Fig. 1: selected gate families
Scale bar: 50 µm.
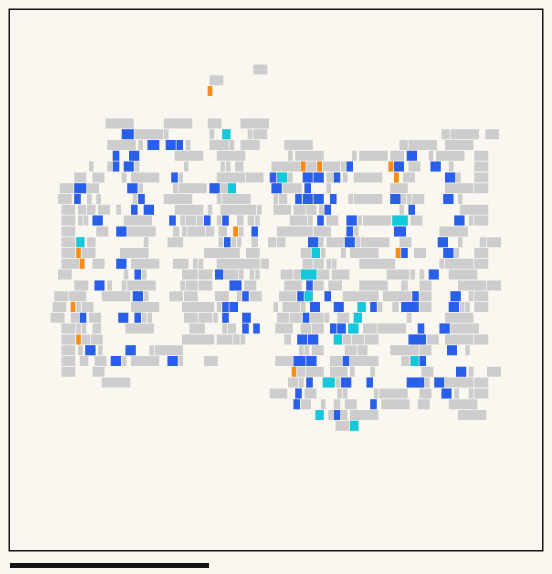
Fig. 2: metal layers overlaid
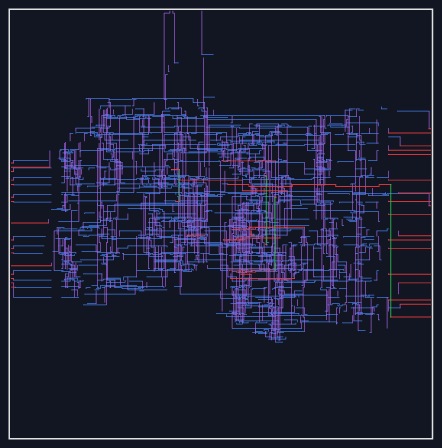
$ cat config.mk
export PLATFORM = sky130hd
export DESIGN_NAME = signed_mult_seq
export DESIGN_NICKNAME = d
export VERILOG_FILES = /design/src/rtl/signed_mult_seq.sv
export SDC_FILE = /design/constraint.sdc
export NUM_CORES = 1
export LEC_CHECK = 0
export CORE_AREA = 10 10 124 126
export CTS_CLUSTER_SIZE = 28
export DETAILED_ROUTE_END_ITERATION = 6
export DIE_AREA = 0 0 134 136
export SKIP_CTS_REPAIR_TIMING = 1
export SLEW_MARGIN = 20
export SYNTH_ARGS = -nofsm -noshare
export SYNTH_HDL_FRONTEND = slang
export SYNTH_SLANG_ARGS = --single-unit
$ cat constraint.sdc
create_clock -name clk -period 6.7 [get_ports clk]
set_input_delay 1.005 -clock clk [delete_from_list [all_inputs] [get_ports clk]]
set_output_delay 1.005 -clock clk [all_outputs]
set_load 0.02 [all_outputs]
$ cat src/rtl/signed_mult_seq.sv
// Sequential signed multiplier: magnitude shift-add, one bit per clock.
// Optional SIGNED_MULT_ZERO_SKIP_EN finishes zero-operand requests in one edge.
module twos_complement #(
    parameter int W = 8
) (
    input  logic [W-1:0] x_i,
    output logic [W-1:0] y_o
);
    assign y_o = ~x_i + W'(1);
endmodule

module signed_mult_seq #(
    parameter int WIDTH = 8
) (
    input  logic               clk,
    input  logic               rst,
    input  logic               start,
    input  logic [WIDTH-1:0]   a,
    input  logic [WIDTH-1:0]   b,
    output logic               busy,
    output logic               done,
    output logic [2*WIDTH-1:0] product
);
    localparam int PW = 2 * WIDTH;
    localparam int CW = $clog2(WIDTH) + 1;

    typedef enum logic [1:0] {
        IDLE,
        MUL,
        SIGN
    } state_t;

    state_t            state_q, state_d;
    logic [WIDTH-1:0]  ma_q, ma_d;
    logic [WIDTH-1:0]  mb_q, mb_d;
    logic [PW-1:0]     acc_q, acc_d;
    logic [CW-1:0]     cnt_q, cnt_d;
    logic              neg_q, neg_d;
    logic [PW-1:0]     prod_q, prod_d;
    logic              done_q, done_d;

    logic [WIDTH-1:0]  a_neg, b_neg;
    logic [PW-1:0]     acc_neg;
    logic [WIDTH-1:0]  ma_c, mb_c;
    logic [PW-1:0]     addend;
    logic              zero;

    twos_complement #(.W(WIDTH)) u_neg_a (.x_i(a), .y_o(a_neg));
    twos_complement #(.W(WIDTH)) u_neg_b (.x_i(b), .y_o(b_neg));
    twos_complement #(.W(PW))    u_neg_p (.x_i(acc_q), .y_o(acc_neg));

    // 0x80 negates to itself; read as unsigned it is the correct magnitude
    assign ma_c   = a[WIDTH-1] ? a_neg : a;
    assign mb_c   = b[WIDTH-1] ? b_neg : b;
    assign addend = {{WIDTH{1'b0}}, ma_q} << cnt_q;

`ifdef SIGNED_MULT_ZERO_SKIP_EN
    assign zero = (a == '0) || (b == '0);
`else
    assign zero = 1'b0;
`endif

    always_comb begin
        state_d = state_q;
        ma_d    = ma_q;
        mb_d    = mb_q;
        acc_d   = acc_q;
        cnt_d   = cnt_q;
        neg_d   = neg_q;
        prod_d  = prod_q;
        done_d  = 1'b0;
        unique case (state_q)
            IDLE: begin
                if (start) begin
                    if (zero) begin
                        prod_d = '0;
                        done_d = 1'b1;
                    end else begin
                        ma_d    = ma_c;
                        mb_d    = mb_c;
                        neg_d   = a[WIDTH-1] ^ b[WIDTH-1];
                        acc_d   = '0;
                        cnt_d   = '0;
                        state_d = MUL;
                    end
                end
            end
            MUL: begin
                if (mb_q[0]) acc_d = acc_q + addend;
                mb_d  = mb_q >> 1;
                cnt_d = cnt_q + CW'(1);
                if (cnt_q == CW'(WIDTH - 1)) state_d = SIGN;
            end
            SIGN: begin
                prod_d  = neg_q ? acc_neg : acc_q;
                done_d  = 1'b1;
                state_d = IDLE;
            end
            default: state_d = IDLE;
        endcase
    end

    always_ff @(posedge clk) begin
        if (rst) begin
            state_q <= IDLE;
            ma_q    <= '0;
            mb_q    <= '0;
            acc_q   <= '0;
            cnt_q   <= '0;
            neg_q   <= 1'b0;
            prod_q  <= '0;
            done_q  <= 1'b0;
        end else begin
            state_q <= state_d;
            ma_q    <= ma_d;
            mb_q    <= mb_d;
            acc_q   <= acc_d;
            cnt_q   <= cnt_d;
            neg_q   <= neg_d;
            prod_q  <= prod_d;
            done_q  <= done_d;
        end
    end

    assign busy    = (state_q != IDLE);
    assign done    = done_q;
    assign product = prod_q;
endmodule

==> impl_summary.log <==
[metrics] run summary
INFO  metric swShare = 24.5%
INFO  metric power.density_cell_area = 169 nW/µm²
INFO  metric class_of_the_most_critical_hold_timing_path = reg2reg
INFO  metric critPathArrivalTime = 3.75 ns
INFO  metric power_report.internal_total = 0.561 mW
INFO  metric clock_transition_time_at_the_flip_flop_clock_pins_of_the_worst_setup_and_hold_paths = 0.07 ns
INFO  metric dieHeight = 136 µm
INFO  metric maxCapViolCount = 0
INFO  metric clock_power_share = 38.0%
INFO  metric all_layer_global_routing_usage = 9.55%
INFO  metric timing.slew.headroom = 36.1%
INFO  metric comb_power_share = 14.1%
INFO  metric core = 13000 µm²
INFO  metric switching_power = 0.182 mW
INFO  metric synth-async-reset-ratio = 0%
INFO  metric synthesis.area_per_instance = 8.04 µm²
INFO  metric boundaryPins = 37
INFO  metric count_of_final_max_slew_check_failures = 0
INFO  metric clock_tree.root_cell = sky130_fd_sc_hd__clkbuf_16
INFO  metric synth.cellmix.xorXnorShare = 7.67%
INFO  metric numCtsBuffers = 5
INFO  metric tool_warnings = 26
INFO  metric cts_tree = done
INFO  metric io_buffers = 36
INFO  metric timing.final.crit_period = 3.58 ns
INFO  metric crit_type = reg2reg
INFO  metric die_w = 134 µm
INFO  metric hpwl = 6820 µm
INFO  metric grt_pass1_vias = 3170
INFO  metric run_status = finished, final reports clean
INFO  metric origin_of_the_worst_min_delay_path = mb_q[7]
## Picture notes: Fig. 1
Cyan stands for AND and OR gates, cells 16, most used and2_1. Blue stands for inverting AOI/OAI gates, cells 107, most used a211oi_1. Orange stands for inverters, cells 12, most used inv_1.

## Picture notes: Fig. 2
Green stands for met4, wire length 97.2 µm. Blue stands for met1, wire length 4160 µm. Red stands for met3, wire length 450 µm. Purple stands for met2, wire length 3920 µm.

final timing paths:
kind	to	slack, ns	cells after the start
worst max register to register	acc_q[15]	3.12	13
worst min-delay path	mb_q[7]	0.48	2
worst min register to register	mb_q[7]	0.48	2
worst max-delay path	acc_q[15]	3.12	13
cell families after synthesis:
family | Yosys count
AND-OR/OR-AND | 128
XOR/XNOR | 33
adder cells (fa/ha/maj) | 20
buffers and inverters | 38
flip-flops | 56
multiplexers | 22
AND/OR/NAND/NOR | 172
cell usage after synthesis (all sizes together) (2+ instances only):
cell,instances
a22o,2
o21a,5
or4,2
a221o,2
o21bai,2
or3,3
a21o,7
nor4,2
buf,7
nor3,9
nor2,71
and2,4
nand4,5
or2,2
a21oi,22
o31ai,7
nand3,6
mux4,2
o41ai,2
and3,4
inv,11
dfxtp,56
nand2,44
a31oi,2
o22ai,2
xnor2,15
clkbuf,19
a211oi,30
o211ai,3
a32o,2
a221oi,2
mux2,5
nor2b,11
xor2,18
mux2i,15
nand2b,6
a22oi,7
o21ai,25
ha,19
power by group through the flow:
stage	clock [mW]	combinational (mW)	sequential (mW)
global route	0.301	0.118	0.359
finish	0.282	0.105	0.357
detailed placement	0	0.105	0.364
CTS	0.289	0.106	0.356
floorplan	0	0.0809	0.356
global placement	0	0.103	0.363
sequential cells by signal (all words and copies together), names as in the netlist:
name	cells
cnt_q	4
state_q	2
ma_q	8
product	16
neg_q	1
acc_q	16
done	1
mb_q	8
cell type report:
| cell class | instances | share of cell area [%] |
|---|---|---|
| well taps | 176 | 5.01 |
| clock inverters | 1 | 0.683 |
| repair buffers | 36 | 8.08 |
| flip-flops and latches | 56 | 25.5 |
| multi-input cells | 375 | 56.9 |
| clock buffers | 5 | 2.84 |
| inverters | 12 | 1.02 |
metrics by stage:
stage               total power [mW]  instance area, µm²  util [%]  hold slack (ns)  setup slack [ns]
floorplan                      0.437                3770         -            0.441              3.62
global placement               0.466                4240      32.7            0.451              3.28
detailed placement             0.469                4240      32.7            0.472              3.19
CTS                            0.751                4390      33.9            0.482              3.17
global route                   0.778                4400      33.9            0.506              2.82
finish                         0.743                4400      33.9            0.481              3.12
per-layer routing:
layer  part of all wire, %  track usage, %  up-vias
met2                    45            15.9       64
met3                   5.2            2.29        9
met5                     0               0        -
met4                   1.1            2.60        0
met1                    48            12.0     1460
li1                      -               -     1734
worst max-delay path, cell delays in order (launching register included):
cell,delay (ns)
sky130_fd_sc_hd__dfxtp_1,0.84
sky130_fd_sc_hd__mux2_2,0.43
sky130_fd_sc_hd__nand2_1,0.06
sky130_fd_sc_hd__o21ai_0,0.12
sky130_fd_sc_hd__nor2_1,0.14
sky130_fd_sc_hd__a211o_1,0.11
sky130_fd_sc_hd__o21ai_0,0.10
sky130_fd_sc_hd__ha_1,0.37
sky130_fd_sc_hd__a21o_2,0.25
sky130_fd_sc_hd__a221o_1,0.31
sky130_fd_sc_hd__a31oi_1,0.15
sky130_fd_sc_hd__and3_2,0.22
sky130_fd_sc_hd__xnor2_1,0.07
sky130_fd_sc_hd__a221o_1,0.28
No activity file was given, so power comes from the tool's default toggle rates.
